$ cat src/rtl/cpu_sequencer_if.sv
// cpu_sequencer_if: control/status bundle between the multicycle sequencer and its datapath.
interface cpu_sequencer_if #(
    parameter int CNT_W = 32
);
    logic [31:0]      ir;
    logic             alu_zero;
    logic             mem_ready;
    logic             ir_write;
    logic             pc_write;
    logic             pc_write_cond;
    logic             i_or_d;
    logic             mem_read;
    logic             mem_write;
    logic             reg_write;
    logic             reg_dst;
    logic             mem_reg;
    logic             alu_src_a;
    logic [1:0]       alu_src_b;
    logic [2:0]       alu_op;
    logic [1:0]       pc_source;
    logic [3:0]       state;
    logic             halted;
    logic             illegal;
    logic             bus_err;
    logic [CNT_W-1:0] retired;

    modport master (
        input  ir, alu_zero, mem_ready,
        output ir_write, pc_write, pc_write_cond, i_or_d, mem_read, mem_write,
               reg_write, reg_dst, mem_reg, alu_src_a, alu_src_b, alu_op, pc_source,
               state, halted, illegal, bus_err, retired
    );

    modport slave (
        output ir, alu_zero, mem_ready,
        input  ir_write, pc_write, pc_write_cond, i_or_d, mem_read, mem_write,
               reg_write, reg_dst, mem_reg, alu_src_a, alu_src_b, alu_op, pc_source,
               state, halted, illegal, bus_err, retired
    );
endinterface

$ cat src/rtl/cpu_sequencer.sv
// cpu_sequencer: multicycle MIPS-subset control FSM with memory wait timeout and retire counter.
module cpu_sequencer #(
    parameter int MEM_TIMEOUT = 255,
    parameter int CNT_W       = 32
) (
    input logic              clk,
    input logic              rst_n,
    cpu_sequencer_if.master  bus
);
    localparam int CW = $clog2(MEM_TIMEOUT + 1) < 1 ? 1 : $clog2(MEM_TIMEOUT + 1);
    localparam logic [CW-1:0] TO = CW'(MEM_TIMEOUT);

    typedef enum logic [3:0] {
        FETCH = 4'd0, DECODE = 4'd1, MEM_ADDR = 4'd2, MEM_RD = 4'd3, MEM_WB = 4'd4,
        MEM_WR = 4'd5, EXEC_R = 4'd6, R_WB = 4'd7, BRANCH = 4'd8, JUMP = 4'd9,
        EXEC_I = 4'd10, I_WB = 4'd11, HALT = 4'd12
    } state_t;

    state_t           state_q, state_d;
    logic [CW-1:0]    cnt_q, cnt_d;
    logic [CNT_W-1:0] retired_q, retired_d;
    logic             halted_q, halted_d, illegal_q, illegal_d, bus_err_q, bus_err_d;
    logic             ir_write_c, pc_write_c, pc_write_cond_c, i_or_d_c, mem_read_c, mem_write_c;
    logic             reg_write_c, reg_dst_c, mem_reg_c, alu_src_a_c;
    logic [1:0]       alu_src_b_c, pc_source_c;
    logic [2:0]       alu_op_c;
    logic             waiting, timeout, unused_ok;
    logic [5:0]       op, funct;

    assign op        = bus.ir[31:26];
    assign funct     = bus.ir[5:0];
    assign unused_ok = ^{bus.ir[25:6], bus.alu_zero};
    assign waiting   = state_q inside {FETCH, MEM_RD, MEM_WR};
    assign timeout   = waiting && !bus.mem_ready && cnt_q == TO;

    always_comb begin
        state_d         = state_q;
        halted_d        = halted_q;
        illegal_d       = illegal_q;
        bus_err_d       = bus_err_q;
        ir_write_c      = 1'b0;
        pc_write_c      = 1'b0;
        pc_write_cond_c = 1'b0;
        i_or_d_c        = 1'b0;
        mem_read_c      = 1'b0;
        mem_write_c     = 1'b0;
        reg_write_c     = 1'b0;
        reg_dst_c       = 1'b0;
        mem_reg_c       = 1'b0;
        alu_src_a_c     = 1'b0;
        alu_src_b_c     = 2'b00;
        alu_op_c        = 3'd0;
        pc_source_c     = 2'b00;
        case (state_q)
            FETCH: begin
                mem_read_c  = 1'b1;
                alu_src_b_c = 2'b01;
                ir_write_c  = bus.mem_ready;
                pc_write_c  = bus.mem_ready;
                state_d     = bus.mem_ready ? DECODE : FETCH;
            end
            DECODE: begin
                alu_src_b_c = 2'b11;
                if (op == 6'h23 || op == 6'h2b) state_d = MEM_ADDR;
                else if (op == 6'h00 && (funct == 6'h20 || funct == 6'h2a)) state_d = EXEC_R;
                else if (op == 6'h04) state_d = BRANCH;
                else if (op == 6'h08) state_d = EXEC_I;
                else if (op == 6'h02) state_d = JUMP;
                else begin
                    state_d   = HALT;
                    halted_d  = 1'b1;
                    illegal_d = op != 6'h3f;
                end
            end
            MEM_ADDR: begin
                alu_src_a_c = 1'b1;
                alu_src_b_c = 2'b10;
                state_d     = op == 6'h23 ? MEM_RD : MEM_WR;
            end
            MEM_RD: begin
                mem_read_c = 1'b1;
                i_or_d_c   = 1'b1;
                state_d    = bus.mem_ready ? MEM_WB : MEM_RD;
            end
            MEM_WB: begin
                reg_write_c = 1'b1;
                mem_reg_c   = 1'b1;
                state_d     = FETCH;
            end
            MEM_WR: begin
                mem_write_c = 1'b1;
                i_or_d_c    = 1'b1;
                state_d     = bus.mem_ready ? FETCH : MEM_WR;
            end
            EXEC_R: begin
                alu_src_a_c = 1'b1;
                alu_op_c    = funct == 6'h2a ? 3'd4 : 3'd0;
                state_d     = R_WB;
            end
            R_WB: begin
                reg_write_c = 1'b1;
                reg_dst_c   = 1'b1;
                state_d     = FETCH;
            end
            BRANCH: begin
                alu_src_a_c     = 1'b1;
                alu_op_c        = 3'd6;
                pc_write_cond_c = 1'b1;
                pc_source_c     = 2'b01;
                state_d         = FETCH;
            end
            JUMP: begin
                pc_write_c  = 1'b1;
                pc_source_c = 2'b10;
                state_d     = FETCH;
            end
            EXEC_I: begin
                alu_src_a_c = 1'b1;
                alu_src_b_c = 2'b10;
                state_d     = I_WB;
            end
            I_WB: begin
                reg_write_c = 1'b1;
                state_d     = FETCH;
            end
            default: state_d = HALT;
        endcase
        // A stalled access that reaches the limit aborts: ready=0 means no load strobe fired anyway
        if (timeout) begin
            state_d   = HALT;
            bus_err_d = 1'b1;
            halted_d  = 1'b1;
        end
    end

    assign cnt_d     = (waiting && !bus.mem_ready && !timeout) ? cnt_q + 1'b1 : '0;
    assign retired_d = (state_q != FETCH && state_d == FETCH) ? retired_q + 1'b1 : retired_q;

    always_ff @(posedge clk) begin
        if (!rst_n) begin
            state_q   <= FETCH;
            cnt_q     <= '0;
            retired_q <= '0;
            halted_q  <= 1'b0;
            illegal_q <= 1'b0;
            bus_err_q <= 1'b0;
        end else begin
            state_q   <= state_d;
            cnt_q     <= cnt_d;
            retired_q <= retired_d;
            halted_q  <= halted_d;
            illegal_q <= illegal_d;
            bus_err_q <= bus_err_d;
        end
    end

    assign bus.ir_write      = rst_n & ir_write_c;
    assign bus.pc_write      = rst_n & pc_write_c;
    assign bus.pc_write_cond = rst_n & pc_write_cond_c;
    assign bus.i_or_d        = rst_n & i_or_d_c;
    assign bus.mem_read      = rst_n & mem_read_c;
    assign bus.mem_write     = rst_n & mem_write_c;
    assign bus.reg_write     = rst_n & reg_write_c;
    assign bus.reg_dst       = rst_n & reg_dst_c;
    assign bus.mem_reg       = rst_n & mem_reg_c;
    assign bus.alu_src_a     = rst_n & alu_src_a_c;
    assign bus.alu_src_b     = rst_n ? alu_src_b_c : 2'b00;
    assign bus.alu_op        = rst_n ? alu_op_c : 3'd0;
    assign bus.pc_source     = rst_n ? pc_source_c : 2'b00;
    assign bus.state         = state_q;
    assign bus.halted        = halted_q;
    assign bus.illegal       = illegal_q;
    assign bus.bus_err       = bus_err_q;
    assign bus.retired       = retired_q;
endmodule

$ cat src/flat_wrapper.sv
// flat-port wrapper written by rule: the top's interface ports become plain ports
module cpu_sequencer_flat 
#(
    parameter int MEM_TIMEOUT = 255,
    parameter int CNT_W       = 32
)
  (clk, rst_n, bus_ir, bus_alu_zero, bus_mem_ready, bus_ir_write, bus_pc_write, bus_pc_write_cond, bus_i_or_d, bus_mem_read, bus_mem_write, bus_reg_write, bus_reg_dst, bus_mem_reg, bus_alu_src_a, bus_alu_src_b, bus_alu_op, bus_pc_source, bus_state, bus_halted, bus_illegal, bus_bus_err, bus_retired);
  cpu_sequencer_if #(.CNT_W(CNT_W)) bus_i ();
  input logic clk;
  input logic rst_n;
  input wire logic [$bits(bus_i.ir)-1:0] bus_ir;
  input wire logic [$bits(bus_i.alu_zero)-1:0] bus_alu_zero;
  input wire logic [$bits(bus_i.mem_ready)-1:0] bus_mem_ready;
  output wire logic [$bits(bus_i.ir_write)-1:0] bus_ir_write;
  output wire logic [$bits(bus_i.pc_write)-1:0] bus_pc_write;
  output wire logic [$bits(bus_i.pc_write_cond)-1:0] bus_pc_write_cond;
  output wire logic [$bits(bus_i.i_or_d)-1:0] bus_i_or_d;
  output wire logic [$bits(bus_i.mem_read)-1:0] bus_mem_read;
  output wire logic [$bits(bus_i.mem_write)-1:0] bus_mem_write;
  output wire logic [$bits(bus_i.reg_write)-1:0] bus_reg_write;
  output wire logic [$bits(bus_i.reg_dst)-1:0] bus_reg_dst;
  output wire logic [$bits(bus_i.mem_reg)-1:0] bus_mem_reg;
  output wire logic [$bits(bus_i.alu_src_a)-1:0] bus_alu_src_a;
  output wire logic [$bits(bus_i.alu_src_b)-1:0] bus_alu_src_b;
  output wire logic [$bits(bus_i.alu_op)-1:0] bus_alu_op;
  output wire logic [$bits(bus_i.pc_source)-1:0] bus_pc_source;
  output wire logic [$bits(bus_i.state)-1:0] bus_state;
  output wire logic [$bits(bus_i.halted)-1:0] bus_halted;
  output wire logic [$bits(bus_i.illegal)-1:0] bus_illegal;
  output wire logic [$bits(bus_i.bus_err)-1:0] bus_bus_err;
  output wire logic [$bits(bus_i.retired)-1:0] bus_retired;
  assign bus_i.ir = bus_ir;
  assign bus_i.alu_zero = bus_alu_zero;
  assign bus_i.mem_ready = bus_mem_ready;
  assign bus_ir_write = bus_i.ir_write;
  assign bus_pc_write = bus_i.pc_write;
  assign bus_pc_write_cond = bus_i.pc_write_cond;
  assign bus_i_or_d = bus_i.i_or_d;
  assign bus_mem_read = bus_i.mem_read;
  assign bus_mem_write = bus_i.mem_write;
  assign bus_reg_write = bus_i.reg_write;
  assign bus_reg_dst = bus_i.reg_dst;
  assign bus_mem_reg = bus_i.mem_reg;
  assign bus_alu_src_a = bus_i.alu_src_a;
  assign bus_alu_src_b = bus_i.alu_src_b;
  assign bus_alu_op = bus_i.alu_op;
  assign bus_pc_source = bus_i.pc_source;
  assign bus_state = bus_i.state;
  assign bus_halted = bus_i.halted;
  assign bus_illegal = bus_i.illegal;
  assign bus_bus_err = bus_i.bus_err;
  assign bus_retired = bus_i.retired;
  cpu_sequencer #(.MEM_TIMEOUT(MEM_TIMEOUT), .CNT_W(CNT_W)) u_core (.clk(clk), .rst_n(rst_n), .bus(bus_i));
endmodule
$ cat config.mk
export PLATFORM = sky130hd
export DESIGN_NAME = cpu_sequencer_flat
export DESIGN_NICKNAME = d
export VERILOG_FILES = /design/src/rtl/cpu_sequencer_if.sv /design/src/rtl/cpu_sequencer.sv /design/src/flat_wrapper.sv
export SDC_FILE = /design/constraint.sdc
export NUM_CORES = 1
export LEC_CHECK = 0
export CAP_MARGIN = 10
export CORE_MARGIN = 1.5
export CORE_UTILIZATION = 47
export DETAILED_ROUTE_END_ITERATION = 10
export HOLD_SLACK_MARGIN = 0.1
export PLACE_DENSITY = 0.77
export SYNTH_ARGS = -nofsm -noshare
export SYNTH_HDL_FRONTEND = slang
export SYNTH_SLANG_ARGS = --single-unit
$ cat constraint.sdc
create_clock -name clk -period 2.9 [get_ports clk]
set_input_delay 0.58 -clock clk [delete_from_list [all_inputs] [get_ports clk]]
set_output_delay 0.58 -clock clk [all_outputs]
set_load 0.02 [all_outputs]
Figure 1. I/O nets highlighted (run 1).
Scale: 6 px per µm.
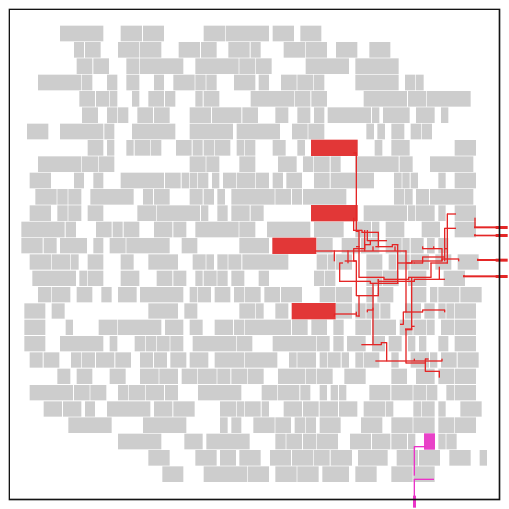
legend:
  magenta:
    port: bus_mem_reg
    bits: 1
    direction: output
    edge: bottom
    end_cells: 1
    buffers: 1
    wire: 12.7 µm
  red:
    port: bus_state
    bits: 4
    direction: output
    edge: right
    end_cells: 4
    buffers: 4
    wire: 280 µm
number of primary I/O pins: 92
port buffer count: 69

Figure 2. Routed clock nets over the placement (run 1).
Scale: 6 px per µm.
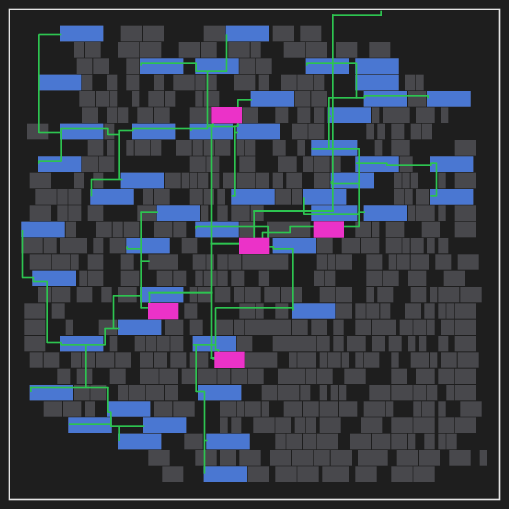
legend:
  blue:
    item: flip-flops
    count: 47
  green:
    item: clock wires
    length: 574 µm
  magenta:
    item: cells driving clock nets
    count: 5
routed clock nets: 6
flops lie: spread over the die

Figure 3. Wire density map (run 1).
Scale: 4 px per µm. The die is cut into 16 by 16 equal tiles; white is low, dark blue is high, scaled to the fullest tile. Values are wire area over tile area, all layers added.
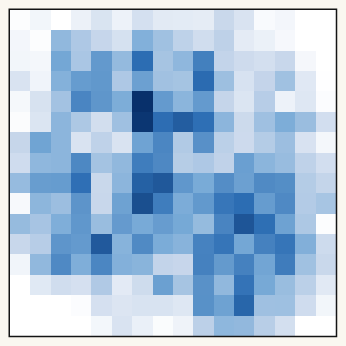
mean over tiles: 0.18
nearly empty tiles: 8.6%
tiles over half the peak: 30%
fullest tile: 0.49
densest ninth of the die: center
emptiest ninth of the die: upper right

Figure 4. Congestion heat map (run 1).
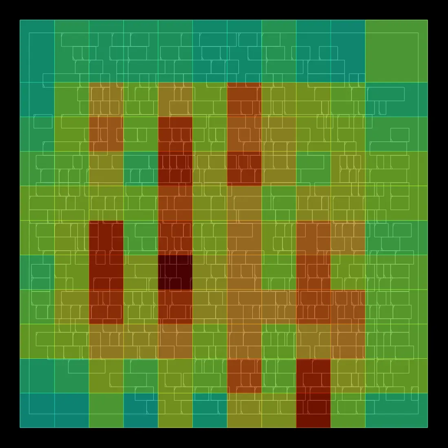
global-route usage over all layers: 22.8%
Global Route met3 Usage: 2.89%
M2 GR Usage: 39.8%

run 1: worst paths after layout:
path	startpoint	endpoint	slack, ns	cells after the start
worst max-delay path	u_core.bus.state[3]	bus_pc_write	0.09	3
worst max register to register	u_core.bus.state[3]	u_core.bus.retired[3]	0.45	9
worst min register to register	u_core.cnt_q[0]	u_core.cnt_q[0]	0.46	1
worst min-delay path	u_core.cnt_q[0]	u_core.cnt_q[0]	0.46	1
run 1: stage by stage:
| stage | instances | setup WS, ns | hold slack (ns) | instance area (µm²) | utilization, % |
|---|---|---|---|---|---|
| 2_1_floorplan | 364 | 0.256 | 0.426 | 2890 | - |
| 3_3_place_gp | 512 | -0.203 | 0.443 | 3800 | 64.2 |
| 6_report | 524 | 0.0883 | 0.461 | 3940 | 66.5 |
| 4_1_cts | 519 | 0.0388 | 0.466 | 3890 | 65.7 |
| 5_1_grt | 524 | 0.0206 | 0.493 | 3940 | 66.5 |
| 3_5_place_dp | 512 | -0.263 | 0.445 | 3800 | 64.2 |
run 1: sequential cells by signal, summed over array words and instances, names as in the netlist:
register,count
u_core.cnt_q,8
u_core.bus.state,4
u_core.bus.halted,1
u_core.bus.retired,32
u_core.bus.bus_err,1
u_core.bus.illegal,1
run 1: power by group through the flow:
stage                     sequential [mW]  clock [mW]  combinational [mW]
after global routing                0.671       0.444               0.355
after detailed placement            0.683           0               0.306
after global placement              0.683           0               0.300
after floorplan                     0.685           0               0.185
after CTS                           0.668       0.421               0.307
final                               0.668       0.413               0.327
run 1: final cells by class:
class	instances	area (µm²)
repair buffers	109	1010
clock inverters	1	8.76
flip-flops and latches	47	943
fillers	518	1980
well taps	75	93.8
multi-input cells	278	1770
inverters	8	30.0
clock buffers	6	82.6
==> notes.md, run 1 <==
Notes on the physical design

The timing-limited maximum frequency is 356 MHz. The maximum VDD drop is 0.274 mV. Per the OpenROAD floorplan log, the area of the core is 5920 µm². The slew at the pin with the worst max-slew slack is 0.635 ns.

The critical path goes through or4_1 > o22ai_1 > clkdlybuf4s50_1. The static power due to leakage is 1.37 nW. The area fraction in and, or, nand and nor cells is 35.2%. The cell with the largest stage delay on the worst path is or4_1. The relative contribution of sequential cells to total power is 47.4%. The async set-or-reset flop fraction in the synthesized netlist is 0%. The worst path required time is 2.32 ns.

The initial antenna violation count came to 0. The uppermost metal layer occupied by signal nets is met4. The switching component of the power was reported as 416 µW. The worst setup path is captured at a primary output. The dominant delay contributor by cell family on the critical path is simple AND/OR/NAND/NOR gates.

According to the finish report, the design has a final net count of 487. By instance count after routing, the leading logic cell types are clkdlybuf4s50_1, dfxtp_1, buf_4. In the setup report, the worst path falls into the class flip-flop to primary output.

The routed metal-1 wire length is 3.41 mm. The power per unit of standard cell area is 358 nW/µm². The warning tally printed by Yosys for this design is 0. The maximum number of pins on one net before global-route repair is 35. The part of the power in the clock network is 29.3%. The number of maximum-capacitance violations is 0. The wire length recorded after detailed routing is 7.54 mm. The run finished with clean final reports. At the end of routability-driven placement, the weighted congestion stood at 0.875. For reference, the placement row count at floorplan is 28. In the final report, the number of hold violations comes to 0. STA reports the tightest min-delay check as being of type flip-flop to flip-flop. The violation tally recorded at the end of detailed-routing iteration 0 is 170. The total clock sinks is 47. In this run the remaining antenna-violating nets after routing total 0.

The sequential fraction of the synthesis area is 32.5%. The via count of the first global-routing pass is 2,681. The length of routed met3 wiring is 256 µm. The average cell area after synthesis is 7.95 µm². Ranked by total cell area, the synthesized netlist is headed by dfxtp_1, or4_1, o31ai_1. The area fraction of the dominant cell type after synthesis is 32.5%.

The area share of and-or/or-and cells after synthesis is 21.9%. Setup repair after global routing left no endpoint under its margin.
Figure 5. Logic cells by family (run 1).
Scale: 4 px per µm.
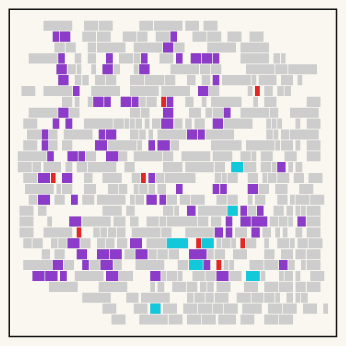

==> inputs of run 2 (changes only) <==
--- a/config.mk
+++ b/config.mk
@@ -8,8 +8,9 @@
 export CAP_MARGIN = 10
 export CORE_MARGIN = 1.5
-export CORE_UTILIZATION = 47
+export CORE_UTILIZATION = 48
+export CTS_BUF_LIST = sky130_fd_sc_hd__clkbuf_4 sky130_fd_sc_hd__clkbuf_8
 export DETAILED_ROUTE_END_ITERATION = 10
 export HOLD_SLACK_MARGIN = 0.1
-export PLACE_DENSITY = 0.77
+export PLACE_DENSITY = 0.78
 export SYNTH_ARGS = -nofsm -noshare
 export SYNTH_HDL_FRONTEND = slang
==> constraint.sdc (replaced) <==
create_clock -name clk -period 2.9 [get_ports clk]
set_input_delay 0.58 -clock clk [delete_from_list [all_inputs] [get_ports clk]]
set_output_delay 0.58 -clock clk [all_outputs]
set_load 0.005 [all_outputs]
Figure 6. Logic cells by family (run 2).
Scale: 4 px per µm.
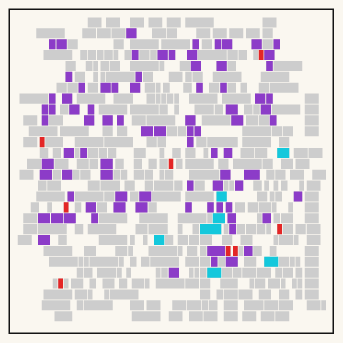
legend:
  cyan:
    family: AND-OR and OR-AND gates
    cells: 7
  purple:
    family: inverting AOI/OAI gates
    cells: 84
    most_used: a21oi_1
  red:
    family: inverters
    cells: 8
    most_used: inv_1

Figure 7. Congestion heat map (run 2).
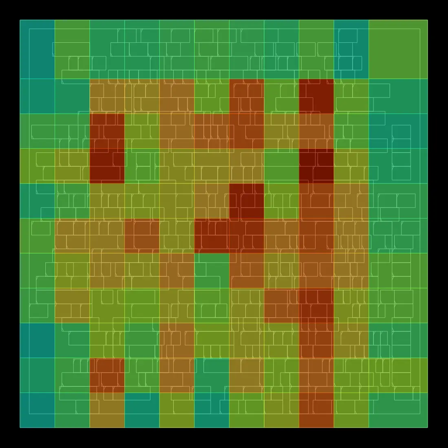
Global Route met3 Usage: 3.18%
final core utilization: 66.2%
routed len/inst: 14.3 µm

Figure 8. Wire density map (run 2).
Scale: 4 px per µm. The die is cut into 16 by 16 equal tiles; white is low, dark blue is high, scaled to the fullest tile. Values are wire area over tile area, all layers added.
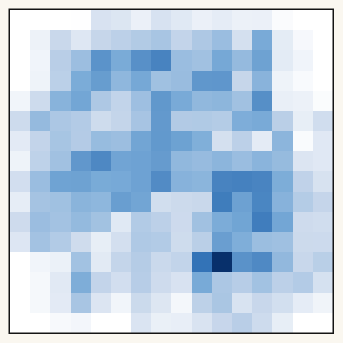
emptiest ninth of the die: lower left
densest ninth of the die: center
fullest tile: 0.61
total via count in the routed design: 3,089
total wirelength of the detailed-routed design: 7.40 mm
global-route usage over all layers: 22.9%

==> run 2 against run 1 <==
Compared with the run above: area after synthesis did not move; non-clock buffer count down 7; synthesized cell count unchanged; critical endpoint is now bus_alu_op[2]; highest routed layer unchanged.
==> notes.md, run 2 <==
Notes on the physical design

The power per unit of standard cell area is 357 nW/µm² (-0.28%). The number of filler instances in the final layout is 501 (-3.3%). The timing-limited maximum frequency is 365 MHz (+2.7%). The yosys warning tally was 0 (unchanged).

The number of antenna diodes in the final layout is 0. The worst path required time was 2.32 ns (about the same). The sequential fraction of the synthesis area was 32.5% (unchanged). The number of placement rows is 28 (unchanged). The maximum VDD drop was 0.231 mV (-16%).

The number of top-level pins is 92 (unchanged). Setup repair after global routing left no endpoint under its margin. The async set-or-reset flop fraction in the synthesized netlist is 0% (unchanged). The kind of end point of the critical path is a primary output. The worst min-delay path category is flip-flop to flip-flop. The post-synthesis to final-layout area growth is 34.8%.

The run finished with clean final reports. The total of buffers placed on input and output ports is 69 (unchanged). The final layout net count is 480 (-1.4%). The most common cell in the netlist is dfxtp_1. The core footprint was 5890 µm² (-0.59%).

The number of cells in the design after placement is 510 (-0.39%). The average cell area after synthesis came to 7.95 µm² (unchanged). The chip footprint is 6500 µm². The via count of the first global-routing pass is 2,643 (-1.4%). The DRC marker count from the first detailed-route iteration came to 133 (-22%). The maximum number of buffers from clock root to sink is 2. The main area contributors are dfxtp_1, or4_1, o31ai_1. The setup slack at placement is -0.143 ns (+0.119 ns). The weighted congestion at the end of routability-driven global placement is 0.854 (-2.4%).

The final-layout worst hold slack came to 0.479 ns (+0.0180 ns). The initial antenna violation count is 0 (unchanged). The number of maximum-capacitance violations is 0 (unchanged). The area fraction of the dominant cell type after synthesis is 32.5% (unchanged). The total clock sinks is 47 (unchanged). The maximum number of pins on one net before global-route repair came to 35 (unchanged).

The signal on the critical path passes through clkdlybuf4s50_1 > or4b_4 > buf_4 > nor2_1 > a41o_1 > dlygate4sd2_1. The cell with the largest stage delay on the worst path is or4b_4. The standard cell area after detailed placement was 3800 µm² (about the same). The static power due to leakage is 1.34 nW (-2.2%). The type of the setup path with the least slack is input port to primary output. The smallest setup slack after layout is 0.163 ns (+0.0752 ns).

The cell area after layout is 3900 µm² (-0.99%). The number of routed nets with antenna violations was 0 (unchanged). The number of flip-flops in the largest register came to 32 (unchanged).

The top cell types in the final layout, fill and taps aside, are clkdlybuf4s50_1, dfxtp_1, nor2_1, buf_4, a21oi_1.
[run 2: layout make-up]
cell class                 instances  area [µm²]  area share (%)
multi-input combinational        278        1760            45.2
timing repair buffer             102         975            25.0
sequential                        47         941            24.1
tap                               75        93.8            2.41
clock buffer                       7        90.1            2.31
inverter                           8        30.0           0.770
clock inverter                     1        8.76           0.225
[run 2: critical path: cells and delay by family]
kind,cells,cell delay (ns)
buffers and inverters,3,0.78
AND/OR/NAND/NOR,2,0.62
AND-OR/OR-AND,1,0.17
[run 2: where the power goes]
group	switching (mW)	internal, mW	total, mW
Sequential	0.0127	0.654	0.667
Clock	0.220	0.205	0.425
Combinational	0.159	0.141	0.299
[run 2: cell families after synthesis]
logic type               count (synthesis)  synth area share (%)
buffers and inverters                   39                  6.70
other                                    1                 0.130
XOR/XNOR                                 9                  2.73
AND-OR/OR-AND                           91                  21.9
AND/OR/NAND/NOR                        175                  35.2
flip-flops                              47                  32.5
adder cells (fa/ha/maj)                  2                 0.865
[run 2: metal layers]
metal  part of all wire, %  GRT usage, %  wire length, µm  vias to the layer above
li1                      -             -                -                     1546
met1                    45          30.1             3350                     1433
met2                    48          39.2             3570                      102
met3                   5.6          3.18              415                        8
met4                  0.88          6.21               65                        0
met5                     0             0                0                        -
[run 2: worst paths after layout]
check,start,endpoint,slack (ns),cells after the start
worst max register to register,u_core.bus.state[0],u_core.bus.retired[7],0.32,8
worst min-delay path,u_core.cnt_q[0],u_core.cnt_q[0],0.48,1
worst max-delay path,bus_ir[0],bus_alu_op[2],0.16,6
worst min register to register,u_core.cnt_q[0],u_core.cnt_q[0],0.48,1
[run 2: repair_timing]
action,in CTS,in global routing
gates resized,1,2
hold endpoints to repair,0,0
endpoints found under the setup margin,1,3
setup buffers,0,0
cloned,0,0
Figure 9. I/O nets highlighted (run 2).
Scale: 6 px per µm.
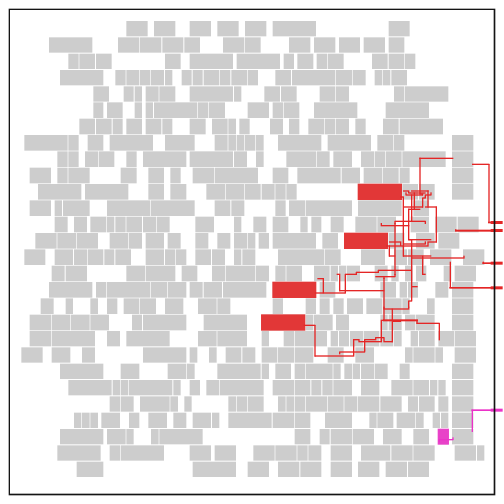

==> inputs of run 3 (changes only) <==
Settings changed: CAP_MARGIN 10 to default, SKIP_CTS_REPAIR_TIMING from default to 1.
Figure 10. I/O nets highlighted (run 3).
Scale: 6 px per µm.
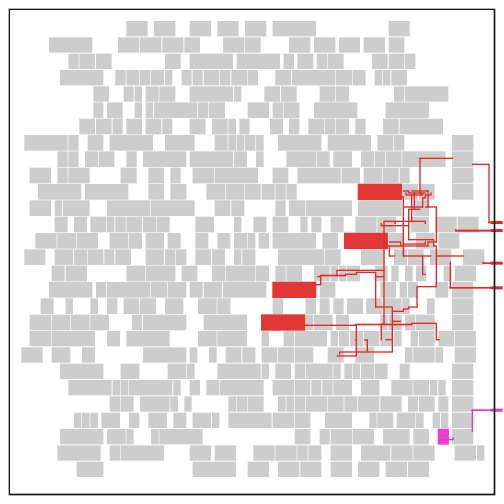
legend:
  magenta:
    port: bus_mem_reg
    bits: 1
    direction: output
    edge: right
    end_cells: 1
    buffers: 1
    wire: 9.70 µm
  red:
    port: bus_state
    bits: 4
    direction: output
    edge: right
    end_cells: 4
    buffers: 4
    wire: 269 µm

Figure 11. Routed clock nets over the placement (run 3).
Scale: 6 px per µm.
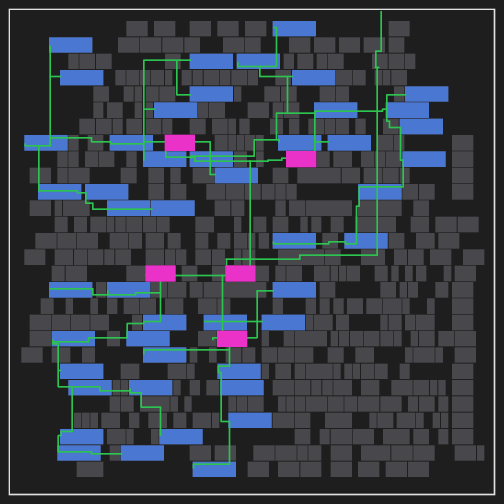
Clk. pwr: 427 µW
Clk network pwr share: 30.6%

Figure 12. Congestion heat map (run 3).
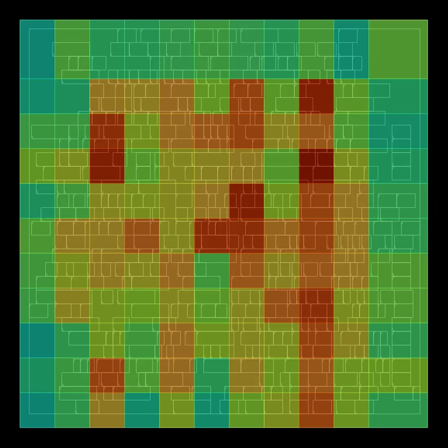
met1 global-route usage: 30.1%
final core utilization: 66.3%
GRT Max-Usage Layer: met2
routed len/inst: 14.3 µm
M2 GR Usage: 39.2%

==> run 3 against run 2 <==
Compared with the run above: sequential cell count unchanged; register-to-register slack improved by 0.02 ns; area after synthesis unchanged; global-route usage is the same; routed wire length rose by 0.20%; sequential power barely moved; critical endpoint is now u_core.bus.retired[7]; largest cell class unchanged.
==> notes.md, run 3 <==
Notes on the physical design

The total of buffers placed on input and output ports is 69 (unchanged). The worst min-delay path category is flip-flop to flip-flop. For this run the top cell type by instance count after synthesis was dfxtp_1. Setup repair after global routing left no endpoint under its margin. The via count of the first global-routing pass came to 2,643 (unchanged). The maximum number of pins on one net before global-route repair is 35 (unchanged). The final layout net count is 480 (unchanged). The type of the setup path with the least slack is input port to flip-flop. The number of filler instances in the final layout is 501 (unchanged). The average cell area after synthesis is 7.95 µm² (unchanged). The smallest setup slack after layout is 0.168 ns (+0.00419 ns).

After synthesis, the cell types taking the most area are dfxtp_1, or4_1, o31ai_1. The flow ran to the end, and the final reports show no timing, DRC or antenna violations. The post-synthesis to final-layout area growth is 34.9% (about the same).

The all-layer global routing usage is 22.9% (unchanged). The worst path required time is 3.07 ns (+0.75 ns). The maximum VDD drop came to 0.231 mV (about the same). The total clock sinks came to 47 (unchanged). The sequential fraction of the synthesis area is 32.5% (unchanged). The power per unit of standard cell area is 357 nW/µm² (about the same).

The number of maximum-capacitance violations is 0 (unchanged). The DRC marker count from the first detailed-route iteration is 133 (unchanged). By instance count after routing, the leading logic cell types are clkdlybuf4s50_1, dfxtp_1, nor2_1, buf_4, a21oi_1. The reg-to-reg setup timing slack is 0.34 ns (+0.02 ns). The weighted congestion at the end of routability-driven global placement is 0.854 (unchanged). The area occupied by multi-input gates was 1760 µm² (unchanged).

The yosys warning tally is 0 (unchanged). The final routed wirelength across all metal layers is 7.41 mm (+0.20%). The met3 track demand over resource is 3.18% (unchanged). The number of antenna cells inserted is 0 (unchanged). The number of placement rows is 28 (unchanged).
==> run 3: layer usage <==
metal  vias to the layer above  part of all wire (%)
li1                       1542                     -
met1                      1440                    46
met2                        96                    48
met3                         8                   5.4
met4                         0                  0.86
met5                         -                     0
==> run 3: through the flow <==
step | TNS (ns) | cell area (µm²)
floorplan | 0 | 2890
global placement | -2.03 | 3800
detailed placement | -2.69 | 3800
CTS | -0.123 | 3900
global route | 0 | 3900
finish | 0 | 3900
==> run 3: final timing paths <==
path                                          start                     to  cells after the start
worst max-delay path                      bus_ir[0]  u_core.bus.retired[7]                      8
worst max register to register  u_core.bus.state[0]  u_core.bus.retired[7]                      8
worst min register to register      u_core.cnt_q[0]        u_core.cnt_q[0]                      1
worst min-delay path                u_core.cnt_q[0]        u_core.cnt_q[0]                      1
==> run 3: worst max-delay path, stage by stage <==
cell	delay, ns
clkdlybuf4s50_1	0.40
or4b_4	0.54
and4bb_1	0.33
o21a_4	0.18
nand4_4	0.20
buf_4	0.22
o311ai_0	0.33
o41ai_1	0.12
==> run 3: cell families (layout without fill, tap and decap cells) <==
logic type	after synthesis	after routing	synth area share (%)
compound gates	91	91	21.9
xor+xnor	9	9	2.73
fa+ha+maj	2	2	0.865
buf+inv	39	118	6.70
flops	47	47	32.5
other cells	1	1	0.130
simple gates	175	175	35.2
==> run 3: cell type report <==
type	count	share of cell area, %
clock buffers	7	2.31
clock inverters	1	0.224
well taps	75	2.40
inverters	8	0.769
flip-flops and latches	47	24.1
multi-input cells	278	45.1
repair buffers	102	25.1
==> run 3: where the power goes <==
part / total (mW) / switching (mW) / internal [mW]
Sequential: 0.667 / 0.0126 / 0.654
Combinational: 0.299 / 0.159 / 0.141
Clock: 0.427 / 0.222 / 0.205
Power figures rest on the tool's default switching activity, not on a simulated workload.
